`src/rtl/pcileech_com_din_arb.sv`:
```
`default_nettype none
// ============================================================================
// Module   : pcileech_com_din_arb
// Brief    : Round-robin, packet-locked arbiter in front of the COM write
//            port, with idle-timeout recovery. Optional per-requester beat
//            counters are built when PCILEECH_COM_ARB_STATS_EN is defined.
// Revision : 1.0
// ============================================================================
module pcileech_com_din_arb #(
    parameter int NUM_REQ        = 3,
    parameter int DATA_WIDTH     = 256,
    parameter int TIMEOUT_CYCLES = 64
) (
    input  logic                          clk,
    input  logic                          rst,
    input  logic [NUM_REQ*DATA_WIDTH-1:0] req_data,
    input  logic [NUM_REQ-1:0]            req_valid,
    input  logic [NUM_REQ-1:0]            req_last,
    output logic [NUM_REQ-1:0]            req_ready,
    output logic [DATA_WIDTH-1:0]         com_din,
    output logic                          com_din_wr_en,
    input  logic                          com_din_ready,
    output logic [NUM_REQ-1:0]            arb_grant,
    output logic                          arb_timeout,
    input  logic [2:0]                    stat_sel,
    output logic [31:0]                   stat_count
);

    localparam int c_idx_w = (NUM_REQ > 1) ? $clog2(NUM_REQ) : 1;
    localparam logic [c_idx_w-1:0] c_last_init = c_idx_w'(NUM_REQ - 1);
    localparam logic [7:0] c_timeout = 8'(TIMEOUT_CYCLES);

    typedef enum logic [0:0] {
        IDLE  = 1'b0,
        GRANT = 1'b1
    } state_t;

    state_t               r_state;
    logic [c_idx_w-1:0]   r_last_grant;   // also the grantee index while in GRANT
    logic [7:0]           r_idle_cnt;

    logic                 w_found;
    logic [c_idx_w-1:0]   w_winner;
    logic [c_idx_w-1:0]   w_cand;
    logic                 w_accept;
    logic [DATA_WIDTH-1:0] w_slice [NUM_REQ];

    for (genvar gi = 0; gi < NUM_REQ; gi++) begin : g_slice
        assign w_slice[gi] = req_data[gi*DATA_WIDTH +: DATA_WIDTH];
    end

    // Rotating priority search starting just after the previous winner.
    always_comb begin
        w_found  = 1'b0;
        w_winner = r_last_grant;
        w_cand   = r_last_grant;
        for (int k = 1; k <= NUM_REQ; k++) begin
            w_cand = c_idx_w'((int'(r_last_grant) + k) % NUM_REQ);
            if (!w_found && req_valid[w_cand]) begin
                w_found  = 1'b1;
                w_winner = w_cand;
            end
        end
    end

    assign w_accept = (r_state == GRANT) && req_valid[r_last_grant] && com_din_ready;

    always_comb begin
        req_ready = '0;
        if (r_state == GRANT) begin
            req_ready = arb_grant & {NUM_REQ{com_din_ready}};
        end
    end

    always_ff @(posedge clk or posedge rst) begin
        if (rst) begin
            r_state       <= IDLE;
            r_last_grant  <= c_last_init;
            r_idle_cnt    <= '0;
            arb_grant     <= '0;
            com_din       <= '0;
            com_din_wr_en <= 1'b0;
            arb_timeout   <= 1'b0;
        end else begin
            com_din_wr_en <= 1'b0;
            arb_timeout   <= 1'b0;
            case (r_state)
                IDLE: begin
                    r_idle_cnt <= '0;
                    if (w_found) begin
                        r_state      <= GRANT;
                        r_last_grant <= w_winner;
                        arb_grant    <= NUM_REQ'(1) << w_winner;
                    end
                end
                GRANT: begin
                    if (w_accept) begin
                        com_din       <= w_slice[r_last_grant];
                        com_din_wr_en <= 1'b1;
                        r_idle_cnt    <= '0;
                        if (req_last[r_last_grant]) begin
                            r_state   <= IDLE;
                            arb_grant <= '0;
                        end
                    end else if (req_valid[r_last_grant]) begin
                        // Backpressure from COM is not a requester stall.
                        r_idle_cnt <= '0;
                    end else if (r_idle_cnt == c_timeout - 8'd1) begin
                        arb_timeout <= 1'b1;
                        arb_grant   <= '0;
                        r_idle_cnt  <= '0;
                        r_state     <= IDLE;
                    end else begin
                        r_idle_cnt <= r_idle_cnt + 8'd1;
                    end
                end
                default: begin
                    r_state   <= IDLE;
                    arb_grant <= '0;
                end
            endcase
        end
    end

`ifdef PCILEECH_COM_ARB_STATS_EN
    logic [31:0] r_stat_cnt [NUM_REQ];

    always_ff @(posedge clk or posedge rst) begin
        if (rst) begin
            for (int i = 0; i < NUM_REQ; i++) begin
                r_stat_cnt[i] <= '0;
            end
            stat_count <= '0;
        end else begin
            if (w_accept) begin
                r_stat_cnt[r_last_grant] <= r_stat_cnt[r_last_grant] + 32'd1;
            end
            if ({1'b0, stat_sel} < 4'(NUM_REQ)) begin
                stat_count <= r_stat_cnt[stat_sel[c_idx_w-1:0]];
            end else begin
                stat_count <= '0;
            end
        end
    end
`else
    logic w_unused_stat;
    assign w_unused_stat = ^stat_sel;
    assign stat_count    = '0;
`endif

endmodule
`default_nettype wire

```
`config.mk`:
```
export PLATFORM = sky130hd
export DESIGN_NAME = pcileech_com_din_arb
export DESIGN_NICKNAME = d
export VERILOG_FILES = /design/src/rtl/pcileech_com_din_arb.sv
export SDC_FILE = /design/constraint.sdc
export NUM_CORES = 1
export LEC_CHECK = 0
export CAP_MARGIN = 20
export CORE_AREA = 4 4 417 419
export CTS_CLUSTER_DIAMETER = 150
export DETAILED_ROUTE_END_ITERATION = 10
export DIE_AREA = 0 0 421 423
export GPL_ROUTABILITY_DRIVEN = 0
export PLACE_DENSITY_LB_ADDON = 0.25
export SLEW_MARGIN = 0
export SYNTH_ARGS = -nofsm -noshare
export SYNTH_HDL_FRONTEND = slang
export SYNTH_SLANG_ARGS = --single-unit
export TNS_END_PERCENT = 30
```
`constraint.sdc`:
```
create_clock -name clk -period 13.3 [get_ports clk]
set_clock_uncertainty 0.05 [all_clocks]
set_input_delay 2.66 -clock clk [delete_from_list [all_inputs] [get_ports clk]]
set_output_delay 2.66 -clock clk [all_outputs]
set_load 0.02 [all_outputs]
```
Sequential cells grouped by signal name:
Drawn at 1 px/um. Other sequential cells in the stronger gray, the rest of the logic in the fainter gray.
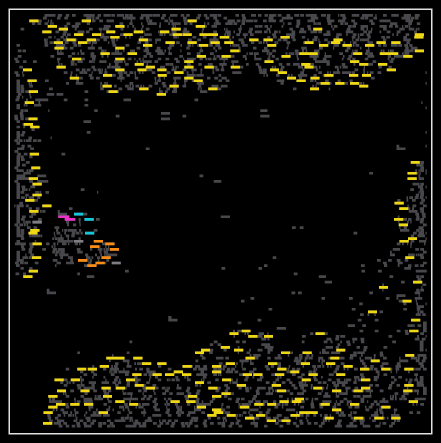
[cyan] `arb_grant` | flops: 3
[orange] `r_idle_cnt` | flops: 8 | where: west
[yellow] `com_din` | flops: 256 | where: widely spread
[magenta] `r_last_grant` | flops: 2
not colored: 3
sequential power: 1.52 mW
Sequential Area: 6820 sq um
Final Util: 17.2%

==> results.cfg <==
; flow metrics
[outcome]
status = complete, no violations

[pwr]
p_per_area_nw_per_um2 = 215
power_mw = 6.30

[die]
fp_util_pct = 9.19
die_area_sq_um = 178000
core_region_area_sq_um = 171000
die_x_um = 421
die_h_um = 423
io_pins = 1076
rows = 152

[grt]
grt_pass1_vias = 17000
overflow = 0
grt_antenna_before_repair = 71

[timing]
rsz0062_at_grt = no
worst_slack_ns = 6.51
period_minus_slack_ns = 6.79
slew_headroom_pct = 22.9
hold_ws_ns = 0.435
hold_viol_final = 0
period_used_pct = 51.0
clock.fmax_mhz = 147

[placed_design]
hpwl_mm = 98.1

[drt]
via_per_inst = 3.40
drtIter0Drc = 1144
avgRoutedWirePerCell_um = 23.6
remaining_drc_errors = 0

[worst_hold_path]
min_from = r_idle_cnt[0]
holdPathEnd = r_idle_cnt[0]
hold_depth = 1

[critical_path]
crit_start = com_din_ready
cp_slowest_cell = clkdlybuf4s50_1
cp-endpoint = req_ready[1]
r2r_slack_ns = 8.74
reg2reg_depth = 7
reg2reg_from = r_last_grant[1]
path_depth = 3
slowest_delay_ns = 0.65
cp.required_ns = 10.59

[yosys]
yosys.area.top_type_share_pct = 43.2
ys_cells = 1821
mux_share_pct = 16.8
ys_sh_xor_pct = 0.279
aoi_share_pct = 17.5
synth_simple_gate_area_share_pct = 13.7
synth-main-ff-cell = dfrtp_1
yosys_area_sq_um = 15700
edf_count = 0
ys.flops = 272
synthCells = 1821
ys_sh_adder_pct = 0.399
yosys.stat.seqShare_pct = 43.4
netlist_top_cells_area = dfrtp_1 43%, mux2i_1 17%, a21oi_1 17%, nor2_1 12%, buf_6 3.8%
synthArstFlopShare_pct = 100
yosysMostFrequentCell = nor2_1
top_area_cell = dfrtp_1
ys_types = 39

[cts]
cts_buffer_depth = 3
cts_setup_buffers = 0
worstSkewPairLatency_ns = 0.60
cts_resized = 0

[layout]
final_layout_top_logic_cells = 1040 x clkdlybuf4s50_1, 522 x nor2_1, 521 x a21oi_1, 270 x dfrtp_1, 261 x mux2i_1
clkCellAreaFrac_pct = 4.42
clockBufferCount = 61
area_delta_synth_final_pct = 87.1
seq_share_pct = 23.2
fin_cells = 5059

[flow_run]
warnings = 40
max_cap_violations = 0
Metal 4:
Drawn at 1 px/um. Cells faint in the background.
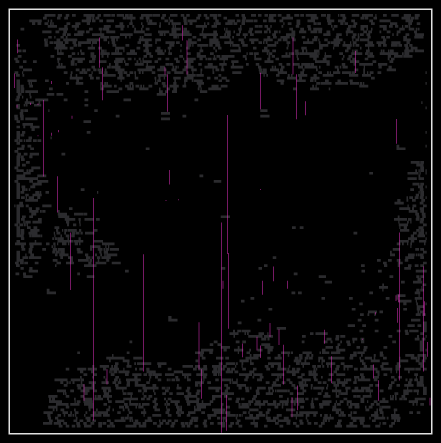
longest straight run: 222 um
nets with wire on the layer: 39
vias: 17200
Routed WL: 120 mm

metal layers:
layer	global-route usage [%]	up-vias	wire length, um	part of all wire, %
li1	-	8126	-	-
met1	15.6	8294	50000	42
met2	22.0	620	59100	49
met3	3.98	142	8240	6.9
met4	2.30	34	2060	1.7
met5	0	-	248	0.21
state kept, by name, indices dropped and copies added, names as in the netlist:
name / cells
r_state: 1
com_din: 256
r_idle_cnt: 8
com_din_wr_en: 1
r_last_grant: 2
arb_grant: 3
arb_timeout: 1
power by group:
group,leakage (nW),switching [mW],internal (mW)
registers,3.08,0.270,1.25
clock network,0.635,0.478,0.637
logic,7.16,2.15,1.52
total,10.9,2.89,3.40
Power figures rest on the tool's default switching activity, not on a simulated workload.
